Figure 1. The metal 1 layer.
Supply wires on this layer in grey.
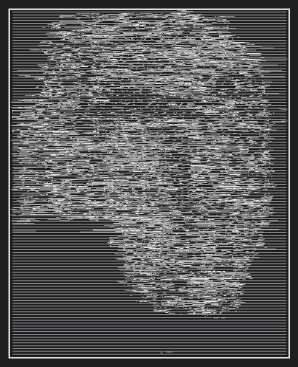
Figure 2. Met2 routing.
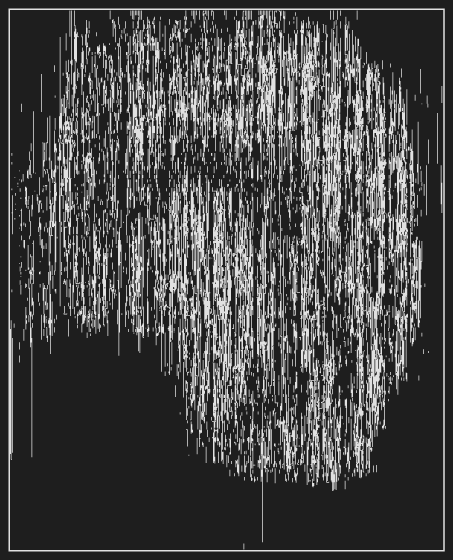
Figure 3. Signal wires on met3.
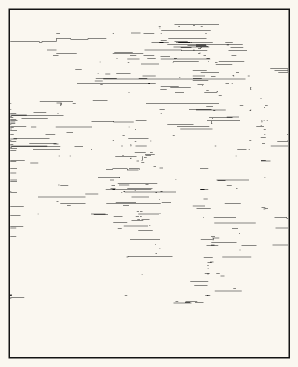
Figure 4. Metal 4.
The bar under the picture is 100 um long. Supply wires on this layer in grey. Cells faint in the background.
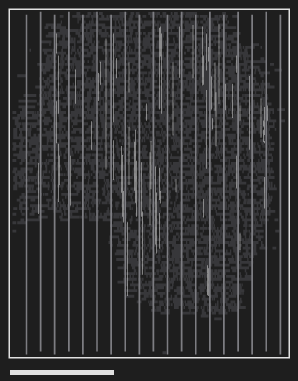
[config.mk]
export PLATFORM = sky130hd
export DESIGN_NAME = fp_mult_pipe
export DESIGN_NICKNAME = d
export VERILOG_FILES = /design/src/rtl/fp_mult_pipe.sv
export SDC_FILE = /design/constraint.sdc
export NUM_CORES = 2
export LEC_CHECK = 0
export ABC_AREA = 1
export CAP_MARGIN = 20
export CORE_ASPECT_RATIO = 1.25
export CORE_MARGIN = 2
export CORE_UTILIZATION = 35
export CTS_CLUSTER_DIAMETER = 200
export DETAILED_ROUTE_END_ITERATION = 6
export SLEW_MARGIN = 20
export SYNTH_ARGS = -nofsm -noshare
export SYNTH_HDL_FRONTEND = slang
export SYNTH_SLANG_ARGS = --single-unit
[constraint.sdc]
create_clock -name clk -period 6.6 [get_ports clk]
set_clock_uncertainty 0.15 [all_clocks]
set_input_delay 1.32 -clock clk [delete_from_list [all_inputs] [get_ports clk]]
set_output_delay 1.32 -clock clk [all_outputs]
set_load 0.03 [all_outputs]
[src/rtl/fp_mult_pipe.sv]
// fp_mult_pipe: pipelined floating-point multiplier with valid/ready flow control.
// Operands are registered on accept, then go through unpack, normalise and round/pack.
module fp_mult_pipe #(
  parameter int EXP_W = 8,
  parameter int MAN_W = 23
) (
  input  logic                   clk,
  input  logic                   rst_n,
  input  logic                   in_valid,
  output logic                   in_ready,
  input  logic [EXP_W+MAN_W:0]   in_a,
  input  logic [EXP_W+MAN_W:0]   in_b,
  input  logic                   in_rmode,
  output logic                   out_valid,
  input  logic                   out_ready,
  output logic [EXP_W+MAN_W:0]   out_res,
  output logic                   out_ovf,
  output logic                   out_unf,
  output logic                   out_inv,
  output logic                   out_inx
);
  localparam int W  = 1 + EXP_W + MAN_W;
  localparam int PW = 2 * (MAN_W + 1);
  localparam int EW = EXP_W + 2;
  localparam logic signed [EW-1:0] BIAS = EW'(2**(EXP_W-1) - 1);
  localparam logic signed [EW-1:0] EMAX = EW'(2**EXP_W - 1);
  localparam logic [EXP_W-1:0] ONES = '1;
  localparam logic [EXP_W-1:0] ONES_M1 = ONES - EXP_W'(1);

  logic advance;
  logic v1, rm1;
  logic [W-1:0] a1, b1;
  logic v2, rm2, spec2, inv2, sgn2;
  logic [W-1:0] sres2;
  logic signed [EW-1:0] e2;
  logic [PW-1:0] prod2;
  logic v3, rm3, spec3, inv3, sgn3, g3, s3;
  logic [W-1:0] sres3;
  logic signed [EW-1:0] e3;
  logic [MAN_W-1:0] man3;

  assign advance  = !(out_valid && !out_ready);
  assign in_ready = advance;

  logic sa, sb, sgn, za, zb, ia, ib, na, nb, inf_zero, nan;
  logic [EXP_W-1:0] ea, eb;
  logic [MAN_W-1:0] ma, mb;
  logic [W-1:0] sres;
  logic signed [EW-1:0] e1;
  logic [PW-1:0] prod;
  assign {sa, ea, ma} = a1;
  assign {sb, eb, mb} = b1;
  assign sgn = sa ^ sb;
  // exp = 0 covers both true zero and flushed subnormals
  assign za = ea == '0;
  assign zb = eb == '0;
  assign ia = ea == ONES && ma == '0;
  assign ib = eb == ONES && mb == '0;
  assign na = ea == ONES && ma != '0;
  assign nb = eb == ONES && mb != '0;
  assign inf_zero = (ia && zb) || (ib && za);
  assign nan = na || nb || inf_zero;
  assign sres = nan ? {1'b0, ONES, 1'b1, {(MAN_W-1){1'b0}}}
              : (ia || ib) ? {sgn, ONES, {MAN_W{1'b0}}} : {sgn, {(W-1){1'b0}}};
  assign prod = PW'({1'b1, ma}) * PW'({1'b1, mb});
  assign e1 = EW'(ea) + EW'(eb) - BIAS;

  logic [MAN_W-1:0] n_man;
  logic n_g, n_s;
  logic signed [EW-1:0] n_e;
  assign n_man = prod2[PW-1] ? prod2[PW-2 -: MAN_W] : prod2[PW-3 -: MAN_W];
  assign n_g   = prod2[PW-1] ? prod2[PW-2-MAN_W] : prod2[PW-3-MAN_W];
  assign n_s   = prod2[PW-1] ? |prod2[PW-3-MAN_W:0] : |prod2[PW-4-MAN_W:0];
  assign n_e   = e2 + EW'(prod2[PW-1]);

  logic inc, cy, ovf, unf;
  logic [MAN_W-1:0] rman;
  logic signed [EW-1:0] er;
  logic [W-1:0] res;
  assign inc = !rm3 && g3 && (s3 || man3[0]);
  assign {cy, rman} = {1'b0, man3} + (MAN_W+1)'(inc);
  assign er  = e3 + EW'(cy);
  assign ovf = er >= EMAX;
  assign unf = !ovf && (er[EW-1] || er == '0);
  assign res = spec3 ? sres3
             : ovf ? (rm3 ? {sgn3, ONES_M1, {MAN_W{1'b1}}} : {sgn3, ONES, {MAN_W{1'b0}}})
             : unf ? {sgn3, {(W-1){1'b0}}} : {sgn3, er[EXP_W-1:0], rman};

  always_ff @(posedge clk or negedge rst_n) begin
    if (!rst_n) begin
      {v1, rm1, a1, b1} <= '0;
      {v2, rm2, spec2, inv2, sgn2, sres2, e2, prod2} <= '0;
      {v3, rm3, spec3, inv3, sgn3, g3, s3, sres3, e3, man3} <= '0;
      {out_valid, out_res, out_ovf, out_unf, out_inv, out_inx} <= '0;
    end else if (advance) begin
      v1 <= in_valid;
      rm1 <= in_rmode;
      a1 <= in_a;
      b1 <= in_b;
      v2 <= v1;
      rm2 <= rm1;
      spec2 <= nan || ia || ib || za || zb;
      inv2 <= inf_zero || (na && !ma[MAN_W-1]) || (nb && !mb[MAN_W-1]);
      sgn2 <= sgn;
      sres2 <= sres;
      e2 <= e1;
      prod2 <= prod;
      v3 <= v2;
      rm3 <= rm2;
      spec3 <= spec2;
      inv3 <= inv2;
      sgn3 <= sgn2;
      sres3 <= sres2;
      e3 <= n_e;
      man3 <= n_man;
      g3 <= n_g;
      s3 <= n_s;
      out_valid <= v3;
      out_res <= res;
      out_ovf <= !spec3 && ovf;
      out_unf <= !spec3 && unf;
      out_inv <= spec3 && inv3;
      out_inx <= !spec3 && (ovf || unf || g3 || s3);
    end
  end
endmodule

==> impl_metrics.env <==
# implementation run metrics
export IMPL_status="finished, final reports clean"
export IMPL_crit_arrival_ns=6.74
export IMPL_slew_headroom_pct=37.98
export IMPL_antenna_left=0
export IMPL_place_congestion=0.9251
export IMPL_cp_startpoint="a1[18]"
export IMPL_fp_nets=4836
export IMPL_grt_pass1_vias=26130
export IMPL_drv_cap=0
export IMPL_post_route_cells_drive_above_1_share_pct=8.018
export IMPL_cts_root_buf="clkbuf_16"
export IMPL_clock_path_buffers=3
export IMPL_synth_area_top_cells="fa_1 32%, dfrtp_1 17%, nand2_1 16%"
export IMPL_cts_post_setup_buffers_inserted=1
export IMPL_syn_area_per_cell_um2=7.449
export IMPL_wl_met1_mm=36.41
export IMPL_ys_cells=4090
export IMPL_async_flop_share_pct=100.0
export IMPL_drt_iter0_drc=1527
export IMPL_setup_viol=0
export IMPL_grt_max_degree=116
export IMPL_firstDrtPassIters=6
export IMPL_yosysTopAreaCell="fa_1"
export IMPL_tool_warnings=30
export IMPL_antenna_found_initial=1
export IMPL_place_inst=5349
export IMPL_clk_pin_slew_worst_paths_ns=0.07
export IMPL_hold_viol=0
export IMPL_floorplan_core_util_pct=35.12
export IMPL_h_tree_depth=1
export IMPL_cts_sinks=212
export IMPL_ctsResizeCount=9
export IMPL_finalClockPeriodUsage_pct=96.79
export IMPL_ys_flop_type="dfrtp_1"
export IMPL_routedWlPerCell_um=15.81
export IMPL_final_nets=4980
export IMPL_ys_seq_share_pct=17.41
export IMPL_yosys_stat_area_mm2=0.03047
export IMPL_cp_endpoint="prod2[30]"
export IMPL_synth_cells=4090
export IMPL_drv_slew=0
export IMPL_num_rows=121
export IMPL_period_minus_slack_ns=6.388
export IMPL_edf_count=0
export IMPL_timing_rr_end="prod2[30]"
export IMPL_hold_depth=2
export IMPL_crit_path_end_kind="register"
export IMPL_die_x_um=267.9
export IMPL_top_layer="met5"
export IMPL_worstPathMaxFanout=14
export IMPL_instances_no_fill=5421
export IMPL_cts_buffers=28
export IMPL_final_setup_worst_slack_ns=0.2119
export IMPL_postLayoutCoreUtil_pct=40.73
export IMPL_holdWs_ns=0.3193
export IMPL_vias=24930
export IMPL_finalSetupTns_ns=0
export IMPL_design_area_mm2=0.03534
export IMPL_overflow=0
export IMPL_max_freq_mhz=156.5
export IMPL_core_area_mm2=0.08675
export IMPL_yosysWarnings=0
export IMPL_worstReg2RegStart="a1[18]"
export IMPL_path_class="register to register"
export IMPL_rrSetupSlack_ns=0.21
export IMPL_wl_met3_mm=3.602
export IMPL_cts_hold_buffers=0
export IMPL_cts_tree="done"
export IMPL_drc=0
-- Figure 1 (at the start) --
longest straight run: 75.9 um
share of all routed wire: 42%
wire length on this layer: 36.4 mm
main direction: horizontal
M1 GR Usage: 25.33%
final wirelength: 85.72 mm

-- Figure 2 (at the start) --
longest straight run: 92.5 um
nets with wire on the layer: 3931

-- Figure 3 (at the start) --
share of all routed wire: 4.2%
wire length on this layer: 3600 um

-- Figure 4 (at the start) --
longest straight run: 126 um
main direction: vertical
wire length on this layer: 2780 um

synthesized netlist by cell type, types with 2 or more instances:
master	instances
buf_2	2
o22ai_1	3
fa_1	483
nand2_1	1278
nor3_1	14
or2_2	14
nor2_1	144
ha_1	194
o21a_1	3
nor2_4	3
buf_1	3
a21o_1	2
nand3b_1	14
o31ai_1	3
buf_4	2
inv_1	1114
nand4_1	36
xnor2_1	8
nand2_2	4
o21bai_1	8
dfrtp_1	212
xor2_1	14
nor2_2	4
a21oi_1	58
nand3_1	126
o21ai_2	10
a211oi_1	4
o21ai_0	151
o211ai_1	10
nor4_1	7
clkbuf_1	147
per-layer routing:
layer,GRT usage (%),up-vias
met4,5.979,2
li1,-,12080
met3,2.180,153
met2,34.28,513
met5,0,-
met1,25.33,12190
logic make-up (layout without fill, tap and decap cells):
kind of cell               count (synthesis)  after routing  synth area share [%]
xor gates and xnor gates                  23             23                0.6858
buffers and inverters                   1271           1434                 15.72
adders and majority gates                677            677                 39.70
AOI/OAI and AO/OA                        257            257                 4.657
and+or+nand+nor                         1650           1650                 21.83
DFF                                      212            212                 17.41
how the worst min path moves through the flow:
stage	startpoint	endpoint	slack (ns)
3_3_place_gp	rm1	rm2	0.30
6_report	rm1	rm2	0.32
5_1_grt	prod2[16]	prod2[16]	0.35
3_5_place_dp	rm1	rm2	0.30
2_1_floorplan	v3	out_valid	0.27
4_1_cts	rm1	rm2	0.32
flip-flops by register name (all words and copies together) (netlist names), 3 cells and up:
register,count
a1,32
b1,32
e2,10
e3,10
man3,23
out_res,32
prod2,48
sres2,3
sres3,3
cell type report:
class | instances | area, um2
Sequential cell | 212 | 5336
Inverter | 1116 | 4200
Tap cell | 1168 | 1461
Multi-Input combinational cell | 2607 | 20660
Clock buffer | 32 | 745.7
Clock inverter | 17 | 256.5
Timing Repair Buffer | 269 | 2678
Fill cell | 8893 | 51410
worst max-delay path, stage by stage (launching register included):
cell     delay, ns
dfrtp_2       0.45
buf_8         0.19
nand2_1       0.08
fa_1          0.53
inv_1         0.08
fa_1          0.53
inv_1         0.05
fa_1          0.50
inv_1         0.06
fa_1          0.61
fa_1          0.45
fa_1          0.54
fa_1          0.44
ha_1          0.33
buf_4         0.17
nand2_4       0.08
buf_4         0.12
inv_1         0.03
nand2_1       0.06
nand2_2       0.07
a21oi_2       0.15
nand2_1       0.09
inv_1         0.07
nand2_2       0.07
xor2_2        0.20
nand2_1       0.07
nand2_1       0.09
layout by cell type (no fill, tap or decap), drive strengths merged, types with 15 or more instances in the layout:
cell type	netlist	routed
clkdlybuf4s50	0	105
ha	194	194
buf	8	161
nand2	1283	1283
dfrtp	212	212
inv	1115	1116
o21ai	161	161
fa	483	483
clkbuf	147	35
a21oi	58	58
nand3	127	127
nor2	152	152
xor2	15	15
nand4	37	37
